## config.mk

```make
export PLATFORM = sky130hd
export DESIGN_NAME = seg7_scan_driver
export DESIGN_NICKNAME = d
export VERILOG_FILES = /design/src/rtl/seg7_pkg.sv /design/src/rtl/seg7_glyph_lut.sv /design/src/rtl/seg7_scan_driver.sv
export SDC_FILE = /design/constraint.sdc
export NUM_CORES = 1
export LEC_CHECK = 0
export CAP_MARGIN = 30
export CORE_ASPECT_RATIO = 1.5
export CORE_MARGIN = 2
export CORE_UTILIZATION = 33
export DETAILED_ROUTE_END_ITERATION = 16
export GPL_TIMING_DRIVEN = 0
export SETUP_SLACK_MARGIN = 0.15
export SLEW_MARGIN = 20
export SYNTH_ARGS = -nofsm -noshare
export SYNTH_HDL_FRONTEND = slang
export SYNTH_HIERARCHICAL = 1
export SYNTH_SLANG_ARGS = --single-unit
```

## constraint.sdc

```tcl
create_clock -name clk_i -period 2.5 [get_ports clk_i]
set_clock_uncertainty 0.1 [all_clocks]
set_input_delay 0.25 -clock clk_i [delete_from_list [all_inputs] [get_ports clk_i]]
set_output_delay 0.25 -clock clk_i [all_outputs]
set_load 0.01 [all_outputs]
```

## src/rtl/seg7_pkg.sv

```systemverilog
// seg7_pkg
// Shared constants for the multiplexed 7-segment scan driver:
//   - GLYPH_ROM : 16-entry hex font, active-high, bit0=a .. bit6=g
//   - SEG_OFF   : all-segments-off pattern (active-high domain)
//   - SEG_A..SEG_G, SEG_DP : segment bit positions inside the 8-bit SEG bus
//   - div_cnt_width / dig_idx_width : counter widths derived from parameters
package seg7_pkg;

  localparam int SEG_A  = 0;
  localparam int SEG_B  = 1;
  localparam int SEG_C  = 2;
  localparam int SEG_D  = 3;
  localparam int SEG_E  = 4;
  localparam int SEG_F  = 5;
  localparam int SEG_G  = 6;
  localparam int SEG_DP = 7;

  localparam logic [7:0] SEG_OFF = 8'h00;

  // Hex font 0..F (b and d are lower case so they differ from 8 and 0).
  localparam logic [6:0] GLYPH_ROM [0:15] = '{
    7'h3F, 7'h06, 7'h5B, 7'h4F, 7'h66, 7'h6D, 7'h7D, 7'h07,
    7'h7F, 7'h6F, 7'h77, 7'h7C, 7'h39, 7'h5E, 7'h79, 7'h71
  };

  // Width of a counter running 0..clk_div-1 (never narrower than 1 bit).
  function automatic int div_cnt_width(input int clk_div);
    return (clk_div <= 1) ? 1 : $clog2(clk_div);
  endfunction

  // Width of the digit index running 0..num_digits-1 (never narrower than 1 bit).
  function automatic int dig_idx_width(input int num_digits);
    return (num_digits <= 1) ? 1 : $clog2(num_digits);
  endfunction

endpackage

```

## src/rtl/seg7_glyph_lut.sv

```systemverilog
// seg7_glyph_lut
// Combinational nibble-to-segment decoder.
// Ports:
//   nibble_i  [3:0]  hex digit to render
//   blank_i          1 = force segments a..g off (dp still follows dp_i)
//   dp_i             decimal point
//   pattern_o [7:0]  active-high pattern, bit0=a .. bit6=g, bit7=dp
module seg7_glyph_lut
  import seg7_pkg::*;
(
  input  logic [3:0] nibble_i,
  input  logic       blank_i,
  input  logic       dp_i,
  output logic [7:0] pattern_o
);

  // Font lookup with blanking; dp is independent of blanking.
  always_comb begin
    pattern_o = SEG_OFF;
    if (blank_i) begin
      pattern_o[SEG_G:SEG_A] = 7'h00;
    end else begin
      pattern_o[SEG_G:SEG_A] = GLYPH_ROM[nibble_i];
    end
    pattern_o[SEG_DP] = dp_i;
  end

endmodule

```

## src/rtl/seg7_scan_driver.sv

```systemverilog
// seg7_scan_driver
// Multiplexed N-digit 7-segment driver. Scans one digit per CLK_DIV-cycle
// slot, with a blank gap at the start of every slot to prevent ghosting.
// New data is captured into a shadow buffer on load_i and promoted to the
// displayed (active) buffer only at the frame wrap, so a frame never tears.
// Ports:
//   clk_i, rst_i            clock, synchronous active-high reset
//   value_i [4*N-1:0]       hex value, nibble i -> digit i (digit 0 = LSD)
//   dots_i  [N-1:0]         decimal point per digit
//   load_i                  capture value_i/dots_i into the shadow buffer
//   lzb_i                   leading-zero blanking, applied live
//   bright_i [2:0]          brightness (only with SEG7_DIMMING_EN defined)
//   seg_o [7:0]             segments, bit0=a .. bit6=g, bit7=dp
//   dig_o [N-1:0]           one-hot digit enable
//   pending_o               shadow holds data not yet displayed
//   frame_done_o            one-cycle pulse when the scan wraps to digit 0
// Optional feature macro: SEG7_DIMMING_EN (adds bright_i, shortens the lit window).
module seg7_scan_driver
  import seg7_pkg::*;
#(
  parameter int NUM_DIGITS  = 8,
  parameter int CLK_DIV     = 1000,
  parameter int BLANK_CYC   = 2,
  parameter bit SEG_ACT_LOW = 1'b0,
  parameter bit DIG_ACT_LOW = 1'b0
) (
  input  logic                    clk_i,
  input  logic                    rst_i,
  input  logic [4*NUM_DIGITS-1:0] value_i,
  input  logic [NUM_DIGITS-1:0]   dots_i,
  input  logic                    load_i,
  input  logic                    lzb_i,
`ifdef SEG7_DIMMING_EN
  input  logic [2:0]              bright_i,
`endif
  output logic [7:0]              seg_o,
  output logic [NUM_DIGITS-1:0]   dig_o,
  output logic                    pending_o,
  output logic                    frame_done_o
);

  localparam int DIV_W = div_cnt_width(CLK_DIV);
  localparam int IDX_W = dig_idx_width(NUM_DIGITS);
  localparam logic [DIV_W-1:0]      DIV_LAST = DIV_W'(CLK_DIV - 1);
  localparam logic [IDX_W-1:0]      IDX_LAST = IDX_W'(NUM_DIGITS - 1);
  localparam logic [7:0]            SEG_IDLE = SEG_ACT_LOW ? 8'hFF : 8'h00;
  localparam logic [NUM_DIGITS-1:0] DIG_IDLE = DIG_ACT_LOW ? {NUM_DIGITS{1'b1}} : {NUM_DIGITS{1'b0}};

  logic [DIV_W-1:0]        div_cnt_q, div_cnt_d;
  logic [IDX_W-1:0]        dig_idx_q, dig_idx_d;
  logic [4*NUM_DIGITS-1:0] active_val_q, active_val_d;
  logic [NUM_DIGITS-1:0]   active_dots_q, active_dots_d;
  logic [4*NUM_DIGITS-1:0] shadow_val_q, shadow_val_d;
  logic [NUM_DIGITS-1:0]   shadow_dots_q, shadow_dots_d;
  logic                    pending_q, pending_d;
  logic                    frame_done_q, frame_done_d;
  logic [7:0]              seg_q, seg_d;
  logic [NUM_DIGITS-1:0]   dig_q, dig_d;

  logic                    tick_s;
  logic                    wrap_s;
  logic [NUM_DIGITS-1:0]   lz_blank_s;
  logic [3:0]              cur_nib_s;
  logic                    cur_blank_s;
  logic                    cur_dp_s;
  logic [7:0]              glyph_s;
  logic [31:0]             win_end_s;
  logic                    in_window_s;
  logic [7:0]              seg_raw_s;
  logic [NUM_DIGITS-1:0]   dig_raw_s;

  assign tick_s = (div_cnt_q == DIV_LAST);
  assign wrap_s = tick_s && (dig_idx_q == IDX_LAST);

  // Prescaler and digit index.
  always_comb begin
    div_cnt_d = tick_s ? '0 : div_cnt_q + 1'b1;
    dig_idx_d = dig_idx_q;
    if (tick_s) begin
      dig_idx_d = (dig_idx_q == IDX_LAST) ? '0 : dig_idx_q + 1'b1;
    end else begin
      dig_idx_d = dig_idx_q;
    end
  end

  // Shadow/active buffering. A load coinciding with the wrap tick bypasses
  // the shadow so the newest data is what the next frame shows.
  always_comb begin
    shadow_val_d  = shadow_val_q;
    shadow_dots_d = shadow_dots_q;
    active_val_d  = active_val_q;
    active_dots_d = active_dots_q;
    pending_d     = pending_q;
    if (load_i) begin
      shadow_val_d  = value_i;
      shadow_dots_d = dots_i;
    end else begin
      shadow_val_d  = shadow_val_q;
      shadow_dots_d = shadow_dots_q;
    end
    if (wrap_s) begin
      if (load_i) begin
        active_val_d  = value_i;
        active_dots_d = dots_i;
      end else if (pending_q) begin
        active_val_d  = shadow_val_q;
        active_dots_d = shadow_dots_q;
      end else begin
        active_val_d  = active_val_q;
        active_dots_d = active_dots_q;
      end
      pending_d = 1'b0;
    end else if (load_i) begin
      pending_d = 1'b1;
    end else begin
      pending_d = pending_q;
    end
    frame_done_d = wrap_s;
  end

  // Leading-zero mask: digit i>0 blanks when all nibbles from the top down to i are zero.
  always_comb begin
    logic zero_run;
    zero_run   = 1'b1;
    lz_blank_s = '0;
    for (int i = NUM_DIGITS - 1; i >= 0; i--) begin
      zero_run      = zero_run & (active_val_q[4*i +: 4] == 4'h0);
      lz_blank_s[i] = (i > 0) ? zero_run : 1'b0;
    end
  end

  assign cur_nib_s   = active_val_q[{dig_idx_q, 2'b00} +: 4];
  assign cur_blank_s = lzb_i & lz_blank_s[dig_idx_q];
  assign cur_dp_s    = active_dots_q[dig_idx_q];

  seg7_glyph_lut u_lut (
    .nibble_i  (cur_nib_s),
    .blank_i   (cur_blank_s),
    .dp_i      (cur_dp_s),
    .pattern_o (glyph_s)
  );

  // Lit window inside the slot; dimming trims its tail in eighths.
  always_comb begin
`ifdef SEG7_DIMMING_EN
    win_end_s = 32'(BLANK_CYC)
              + ((32'(CLK_DIV - BLANK_CYC) * (32'(bright_i) + 32'd1)) / 32'd8);
`else
    win_end_s = 32'(CLK_DIV);
`endif
    in_window_s = (32'(div_cnt_q) >= 32'(BLANK_CYC)) && (32'(div_cnt_q) < win_end_s);
  end

  // Output pattern selection, polarity applied last.
  always_comb begin
    seg_raw_s = SEG_OFF;
    dig_raw_s = '0;
    if (in_window_s) begin
      seg_raw_s            = glyph_s;
      dig_raw_s[dig_idx_q] = 1'b1;
    end else begin
      seg_raw_s = SEG_OFF;
      dig_raw_s = '0;
    end
    seg_d = SEG_ACT_LOW ? ~seg_raw_s : seg_raw_s;
    dig_d = DIG_ACT_LOW ? ~dig_raw_s : dig_raw_s;
  end

  // State and output registers; reset discards any pending shadow data.
  always_ff @(posedge clk_i) begin
    if (rst_i) begin
      div_cnt_q     <= '0;
      dig_idx_q     <= '0;
      active_val_q  <= '0;
      active_dots_q <= '0;
      shadow_val_q  <= '0;
      shadow_dots_q <= '0;
      pending_q     <= 1'b0;
      frame_done_q  <= 1'b0;
      seg_q         <= SEG_IDLE;
      dig_q         <= DIG_IDLE;
    end else begin
      div_cnt_q     <= div_cnt_d;
      dig_idx_q     <= dig_idx_d;
      active_val_q  <= active_val_d;
      active_dots_q <= active_dots_d;
      shadow_val_q  <= shadow_val_d;
      shadow_dots_q <= shadow_dots_d;
      pending_q     <= pending_d;
      frame_done_q  <= frame_done_d;
      seg_q         <= seg_d;
      dig_q         <= dig_d;
    end
  end

  assign seg_o        = seg_q;
  assign dig_o        = dig_q;
  assign pending_o    = pending_q;
  assign frame_done_o = frame_done_q;

endmodule

```

==> images/clock_nets.png <==
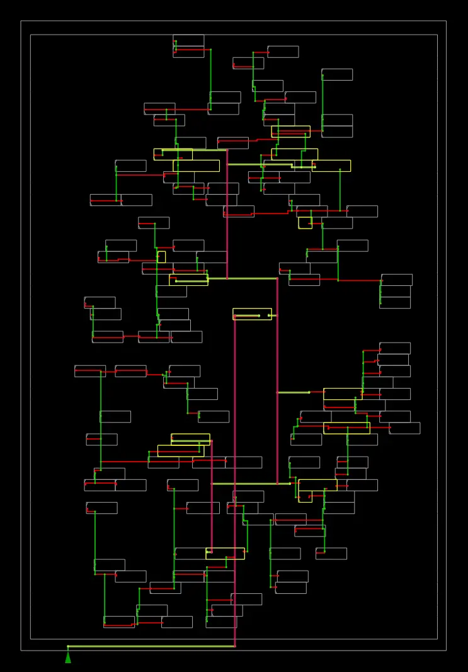
CTS Sinks: 111
flop count: 111
TritonCTS Buffers: 9
CLK BUF: 9

==> images/clock_wires.png <==
Drawn at 3 px/um.
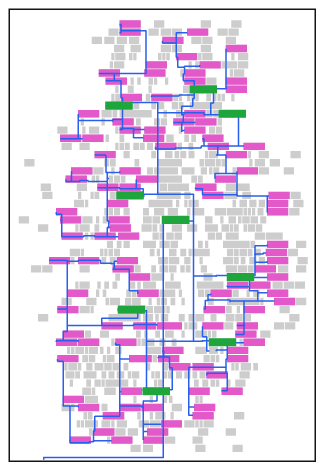
[green] clock-net drivers | count: 9
[magenta] flip-flops | count: 111
[blue] clock wires | length: 1,260 um
routed clock nets: 10
Clock Power: 1730 uW
Late-Pin Clk Latency: 0.36 ns
Clock power frac: 0.451

==> images/layers.png <==
Drawn at 2 px/um.
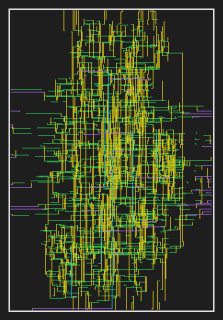
[cyan] M4 | wire length: 267 um
[green] M1 | wire length: 4,770 um
[yellow] M2 | wire length: 5,930 um
[purple] M3 | wire length: 394 um
Total GRT Usage: 0.155
drt wl/cell: 14.3 um

==> images/gates.png <==
Drawn at 2 px/um.
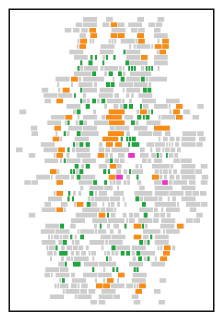
[orange] mux cells | cells: 56
[green] nand cells | cells: 106
[magenta] non-inverting ao/oa cells | cells: 3
Finished Layout Cells: 797
most numerous logic cell after layout: dfxtp_1
logic share of the area: 0.384

[layout make-up]
class	count	share of cell area
Multi-Input combinational cell	356	0.384
Sequential cell	111	0.359
Timing Repair Buffer	76	0.118
Tap cell	192	0.0387
Clock buffer	9	0.0363
Buffer	37	0.0345
Clock inverter	7	0.0230
Inverter	9	0.00585
[cells in the mapped netlist, types with 2 or more instances]
cell and number:
ha_1 10, nand3_1 4, inv_1 9, nand4_1 2, xnor2_1 4, xor2_1 4
buf_2 11, nor4_1 9, nand2_1 57, nor2b_1 3, nor3b_1 2, a221oi_1 2
a211oi_1 6, mux2_2 2, mux4_2 5, and2_1 9, a21oi_1 4, and4_1 2
nand2b_1 41, a31oi_1 2, dfxtp_1 111, or3_1 2, buf_4 2, nor3_1 6
nor2_1 62, o21ai_0 48, mux2i_1 49, clkbuf_1 22, a221o_1 2, nor4b_1 2
and3_1 4
[flip-flops by register name, indices dropped and copies added (netlist names)]
register,cells
active_val_q,32
shadow_val_q,32
div_cnt_q,10
active_dots_q,8
dig_o,8
seg_o,8
shadow_dots_q,8
dig_idx_q,3
frame_done_o,1
pending_o,1
[cells in the final DEF, fill, tap and decap left out, types with 6 or more instances in the layout]
cell type | netlist | routed
dfxtp_1 | 111 | 108
nor2_1 | 62 | 61
clkdlybuf4s50_1 | 0 | 59
nand2_1 | 57 | 55
mux2i_1 | 49 | 48
o21ai_0 | 48 | 47
nand2b_1 | 41 | 41
buf_4 | 2 | 17
clkbuf_1 | 22 | 15
buf_2 | 11 | 9
and2_1 | 9 | 9
clkbuf_16 | 0 | 9
ha_1 | 10 | 7
clkbuf_2 | 0 | 6
inv_1 | 9 | 6
nor4_1 | 9 | 6
a211oi_1 | 6 | 6
[worst min-delay path, stage by stage]
cell      delay [ns]
clkbuf_1        0.22
mux2i_1         0.21
nor2_1          0.06
==> flow_summary.json <==
{
  "area_growth_pct": 31.9,
  "utilization": 0.443,
  "syn_nets": 567,
  "hold_path.class": "in2reg",
  "period_used_share": 0.973,
  "grt_first_pass_wirelength_um": 18400,
  "drive_gt1_frac": 0.140,
  "maxCapViolCount": 0,
  "topCellsByArea": "dfxtp_1, mux2i_1, nand2b_1, o21ai_0, nor2_1",
  "dp.cells": 764,
  "logic_area_sq_um": 2380,
  "final_hold_viol_count": 0,
  "crit_slowest_cell": "a221o_1",
  "die_area_sq_um": 15200,
  "core_sq_um": 14000,
  "holdPathEnd": "shadow_dots_q[7]$_SDFFE_PP0P_",
  "cts_root_buf": "clkbuf_16",
  "finalSetupTns_ns": 0,
  "irDropWorstVdd_v": 0.000352,
  "wl_met2_um": 5930,
  "seq_area_frac_synth": 0.473,
  "yosysTopAreaCellShare": 0.473,
  "drtAntennaViolNets": 0,
  "hp-start": "load_i",
  "start_kind": "register",
  "antenna_found_initial": 0,
  "ys.flops": 111,
  "crit_family": "AND-OR/OR-AND gates",
  "logic_family": "simple AND/OR/NAND/NOR gates",
  "seq_power_share": 0.481,
  "ys_sh_xor": 0.0149,
  "status": "finished clean",
  "slowest_delay_ns": 0.39,
  "hold_depth": 3,
  "max_slew.worst_pin.slew_ns": 0.928,
  "stdcell_area_sq_um": 6200
}
Power is estimated from default activity; no workload was simulated.
